===== src/rtl/pe_array_ctrl.sv =====
// pe_array_ctrl: sequences weight load, skewed X streaming and result drain for an NxN PE array
module pe_array_ctrl #(
    parameter int D_W = 16,
    parameter int N   = 4,
    parameter int K_W = 8,
    parameter int TMO = 64
) (
    input  logic                 I_CLK,
    input  logic                 I_RST,
    input  logic                 I_START,
    input  logic [K_W-1:0]       I_K_LEN,
    input  logic                 I_ABORT,
    input  logic                 I_ARR_RDY,
    input  logic                 I_OUT_VLD,
    output logic                 O_W_RD_EN,
    output logic [$clog2(N)-1:0] O_W_RD_ADDR,
    output logic                 O_X_RD_EN,
    output logic [K_W-1:0]       O_X_RD_ADDR,
    output logic [N-1:0]         O_ROW_VLD,
    output logic                 O_BUSY,
    output logic                 O_DONE,
    output logic                 O_ERR
);
    localparam int A_W = $clog2(N);
    localparam int T_W = $clog2(TMO + 1);

    typedef enum logic [2:0] {IDLE, LOAD_W, STREAM, DRAIN, FIN} state_t;

    state_t         state, state_n;
    logic [A_W-1:0] w_cnt;
    logic [K_W-1:0] k_len, x_cnt, out_cnt;
    logic [T_W-1:0] drn_cnt;
    logic [N-1:0]   skew;
    logic           err_q;
    logic           kill, go, zero_err, out_hit, out_full, x_last, tmo_hit, x_en;
    logic [K_W:0]   out_sum;

    assign kill     = I_ABORT && state != IDLE;
    assign go       = state == IDLE && I_START && I_K_LEN != '0;
    assign zero_err = state == IDLE && I_START && I_K_LEN == '0;
    assign x_en     = state == STREAM && I_ARR_RDY;
    assign x_last   = x_cnt == k_len - 1'b1;
    assign out_hit  = I_OUT_VLD && (state == STREAM || state == DRAIN);
    assign out_sum  = {1'b0, out_cnt} + {{K_W{1'b0}}, out_hit};
    assign out_full = out_sum >= {1'b0, k_len};
    assign tmo_hit  = drn_cnt == T_W'(TMO - 1);

    // state register
    always_ff @(posedge I_CLK) begin
        if (I_RST)
            state <= IDLE;
        else
            state <= state_n;
    end

    // next-state selection; abort overrides every other transition
    always_comb begin
        state_n = state;
        case (state)
            IDLE:    state_n = go ? LOAD_W : IDLE;
            LOAD_W:  state_n = w_cnt == A_W'(N - 1) ? STREAM : LOAD_W;
            STREAM:  state_n = (x_en && x_last) ? DRAIN : STREAM;
            DRAIN:   state_n = (out_full || tmo_hit) ? FIN : DRAIN;
            FIN:     state_n = IDLE;
            default: state_n = IDLE;
        endcase
        if (kill)
            state_n = IDLE;
    end

    // outputs decoded from registered state; only I_ARR_RDY reaches an output combinationally
    always_comb begin
        O_W_RD_EN   = state == LOAD_W;
        O_W_RD_ADDR = w_cnt;
        O_X_RD_EN   = x_en;
        O_X_RD_ADDR = x_cnt;
        O_ROW_VLD   = skew;
        O_BUSY      = state != IDLE;
        O_DONE      = state == FIN;
        O_ERR       = err_q;
    end

    // counters, skew shift register and error pulse; abort clears everything like reset
    always_ff @(posedge I_CLK) begin
        if (I_RST || kill) begin
            k_len   <= '0;
            w_cnt   <= '0;
            x_cnt   <= '0;
            out_cnt <= '0;
            drn_cnt <= '0;
            skew    <= '0;
            err_q   <= 1'b0;
        end else begin
            skew    <= {skew[N-2:0], x_en};
            err_q   <= zero_err || (state == DRAIN && tmo_hit && !out_full);
            drn_cnt <= state == DRAIN ? drn_cnt + 1'b1 : '0;
            if (go) begin
                k_len   <= I_K_LEN;
                w_cnt   <= '0;
                x_cnt   <= '0;
                out_cnt <= '0;
            end else begin
                if (state == LOAD_W)
                    w_cnt <= w_cnt + 1'b1;
                if (x_en)
                    x_cnt <= x_cnt + 1'b1;
                if (!out_sum[K_W])
                    out_cnt <= out_sum[K_W-1:0];
            end
        end
    end
endmodule


===== config.mk =====
export PLATFORM = sky130hd
export DESIGN_NAME = pe_array_ctrl
export DESIGN_NICKNAME = d
export VERILOG_FILES = /design/src/rtl/pe_array_ctrl.sv
export SDC_FILE = /design/constraint.sdc
export NUM_CORES = 1
export LEC_CHECK = 0
export CORE_MARGIN = 5
export CORE_UTILIZATION = 43
export CTS_CLUSTER_SIZE = 28
export DETAILED_ROUTE_END_ITERATION = 6
export GPL_TIMING_DRIVEN = 0
export PLACE_DENSITY = 0.66
export SLEW_MARGIN = 20
export SYNTH_ARGS = -nofsm -noshare
export SYNTH_HDL_FRONTEND = slang
export SYNTH_SLANG_ARGS = --single-unit
export TNS_END_PERCENT = 30

===== constraint.sdc =====
create_clock -name I_CLK -period 2.9 [get_ports I_CLK]
set_input_delay 0.29 -clock I_CLK [delete_from_list [all_inputs] [get_ports I_CLK]]
set_output_delay 0.29 -clock I_CLK [all_outputs]
set_load 0.1 [all_outputs]

==> run summary <==
Final max-slew violation count: 0
Core region area: 5042 sq um
Die x size: 81.69 um
Slew HR: 0.3456
Post-layout period usage: 0.9435
Hold slack: 455.1 ps
Hold-critical path endpoint: drn_cnt[0]$_SDFF_PP0_
Timing endpoint of the critical path: O_X_RD_EN
Worst slew pin tran: 978.6 ps
Post-synth tally of flip-flops with integrated enable: 0
Utilization after layout: 0.5511
Met1 Wirelength: 2129 um
Switching power summed over all nets: 0.3099 mW
Top cells by area, synth: sky130_fd_sc_hd__dfxtp_1, sky130_fd_sc_hd__ha_1, sky130_fd_sc_hd__xor2_1
Peak clock frequency supported by timing: 365.5 MHz
CP max stage cell: sky130_fd_sc_hd__clkdlybuf4s50_1
Path class of the lowest-slack min-delay path: flop to flop
Clock-pin transition on the worst setup and hold timing paths: 80 ps
Global route overflow: 0
Fraction of the mapped netlist area in adder cells: 0.08494
Crit Path Max Fanout: 9
Share of final-layout standard cells stronger than drive strength 1: 0.1010
Fin worst setup slack: 163.9 ps
Top layer used by detailed routing: met4
Hold-fix buffers, CTS: 0
Crit Reg-Reg Endpoint: O_ERR$_SDFF_PP0_
Startpoint of the most critical setup path: state[1]$_SDFF_PP0_
CP Depth: 5
1st-iter DRT viols: 61
R2r startpoint: state[1]$_SDFF_PP0_
Clock group: 0.438 mW
Maximum number of pins on one net before global-route repair: 13
MUX area fraction: 0.01812
Clock network power share: 0.362
Crit-path cells: nor2b_4, buf_4, and3b_1, buf_4, clkdlybuf4s50_1
Crit path capture type: primary output
Count of final setup violators: 0
Most Used Layer, Global Route: met2
Commonest flop: sky130_fd_sc_hd__dfxtp_1
Pwr Density: 434.9 nW/um^2
Gate Count Post-Synth: 257
Post-synthesis instance area: 2210 sq um
Worst setup timing slack at the placement stage: -105.8 ps
Setup clock skew after layout: 5.175 ps
Clock Sinks: 41
Asr flop ratio synth: 0
Post-synth area from yosys stat: 2210 sq um
Fraction of the core area occupied by cells at floorplan: 0.4382
Cell depth of the worst flop-to-flop path: 14
Most frequent standard cell in the layout excluding fill and tap cells: sky130_fd_sc_hd__dfxtp_1
Max-cap check violation count: 0
Avg Synthesized Cell Area: 8.598 sq um
Area fraction in and, or, nand and nor cells: 0.2350
Top cells by count: sky130_fd_sc_hd__dfxtp_1, sky130_fd_sc_hd__nor2_1, sky130_fd_sc_hd__nand2_1, sky130_fd_sc_hd__inv_1, sky130_fd_sc_hd__xor2_1
Met2 wire length: 2259 um
Cell at the root of the clock tree: sky130_fd_sc_hd__clkbuf_8
Registers, synthesis: 41
Count of buffering cells on the critical path with inverters included: 3
Required arrival time at the worst endpoint: 2610 ps
Number of antenna violations at the first check in global routing: 0
Highest ir drop seen on vdd: 0.3285 mV
Die Area: 6672 sq um
Worst Path Class, Setup: flop to primary output
Cell occurring most often along the worst timing path: sky130_fd_sc_hd__buf_4
Antenna diodes: 0
Detail Route met3 WL: 218 um
Number of H-tree levels: 2
Kind of cell adding the most delay to the critical path: buffers and inverters
CTS max path bufs: 2
Number of warnings printed during yosys synthesis: 0
Die Ht: 81.69 um
Outcome: completed
Power of the combinational group: 0.189 mW
Net switching fraction of the power: 0.2564
Insertion delay to the later sink of the worst-skew pair: 290 ps
Nets@finish: 326
Number of warning messages in the logs: 28
Layout-stage area growth over the synthesis result: 25.76%
Worst Hold Path Cells: 1
Area fraction of the dominant cell type after synthesis: 0.3715
Clock tree from TritonCTS: yes
Largest family of logic cells by area: simple AND/OR/NAND/NOR gates
Met3 usage in global routing: 0.05044
First-pass DRT Iterations: 4
Wire length of the first global-routing pass: 7893 um
Number of nets with antenna violations after routing: 0
Final hold violation count: 0
Detailed-route DRC error count: 0
Overall power consumption: 1.209 mW
Portion of total power attributed to combinational logic: 0.156
Start point of the worst hold path: drn_cnt[0]$_SDFF_PP0_
Count of cells resized by post-cts repair: 3
Stage delay of the slowest cell on the critical path: 1150 ps
Synth Seq Share: 0.3715
Share of total power in sequential cells: 0.482
==> final cells by class <==
cell class,count,area (sq um)
fill,486,2263
multi-input combinational,187,1306
sequential,41,825.8
timing repair buffer,33,327.8
tap,70,87.58
inverter,19,71.32
clock buffer,5,68.82
buffer,10,56.30
clock inverter,2,35.03
==> stage by stage <==
step / TNS [ps] / area, sq um / instances
2_1_floorplan: -23.68 / 2215 / 257
5_1_grt: -24.20 / 2779 / 367
3_3_place_gp: -186.8 / 2623 / 359
3_5_place_dp: -219.8 / 2623 / 359
6_report: 0 / 2779 / 367
4_1_cts: 0 / 2735 / 366
==> flip-flops by register name (all words and copies together) (netlist names) <==
signal / flops
O_X_RD_ADDR: 8
out_cnt: 8
state: 3
O_ROW_VLD: 4
drn_cnt: 7
O_ERR: 1
O_W_RD_ADDR: 2
k_len: 8
**Ports around the boundary**

(6 px per um) Pins as bars across the die edge, other pins in gray.
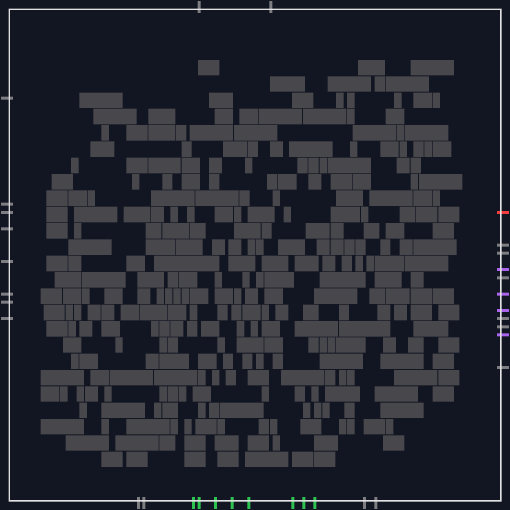
legend:
  I_K_LEN:
    color: green
    pins: 8
    direction: input
    edge: south
  O_ROW_VLD:
    color: purple
    pins: 4
    direction: output
    edge: east
  I_ARR_RDY:
    color: red
    pins: 1
    direction: input
    edge: east
all pins by edge: 12 south, 11 east, 8 west, 2 north

**Placement view**

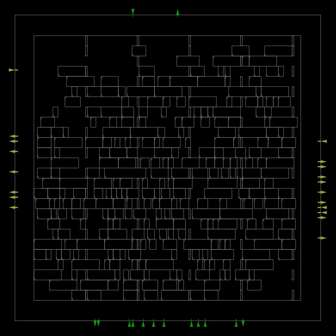
number of well-tap cells placed: 70
sequential cells: 41
number of core rows: 26

**Wires at chosen ports, followed through buffers**

(3 px per um)
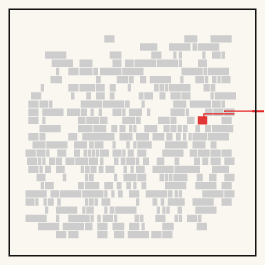
legend:
  I_ARR_RDY:
    color: red
    bits: 1
    direction: input
    end_cells: 1
    buffers: 1
    wire: 21.5 um
number of primary I/O pins: 33
port bufs: 32

**Routed metal, one color a layer**

(3 px per um) Only two layers are drawn.
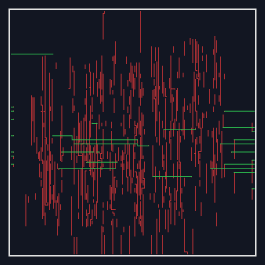
legend:
  metal 3:
    color: green
    wire_length: 218 um
  metal 2:
    color: red
    wire_length: 2260 um
total number of vias: 1841
global router's overall resource usage: 0.1522
average routed wire per standard cell: 12.65 um
total wire length after detailed routing: 4643 um

**Signal wires on met2**

(6 px per um)
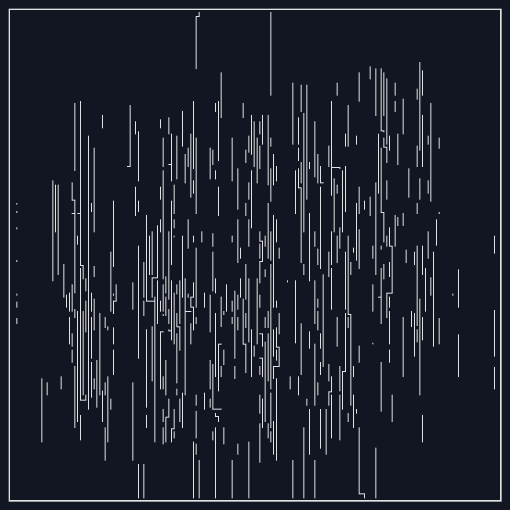
main direction: vertical
nets with wire on the layer: 274

Power figures rest on the tool's default switching activity, not on a simulated workload.
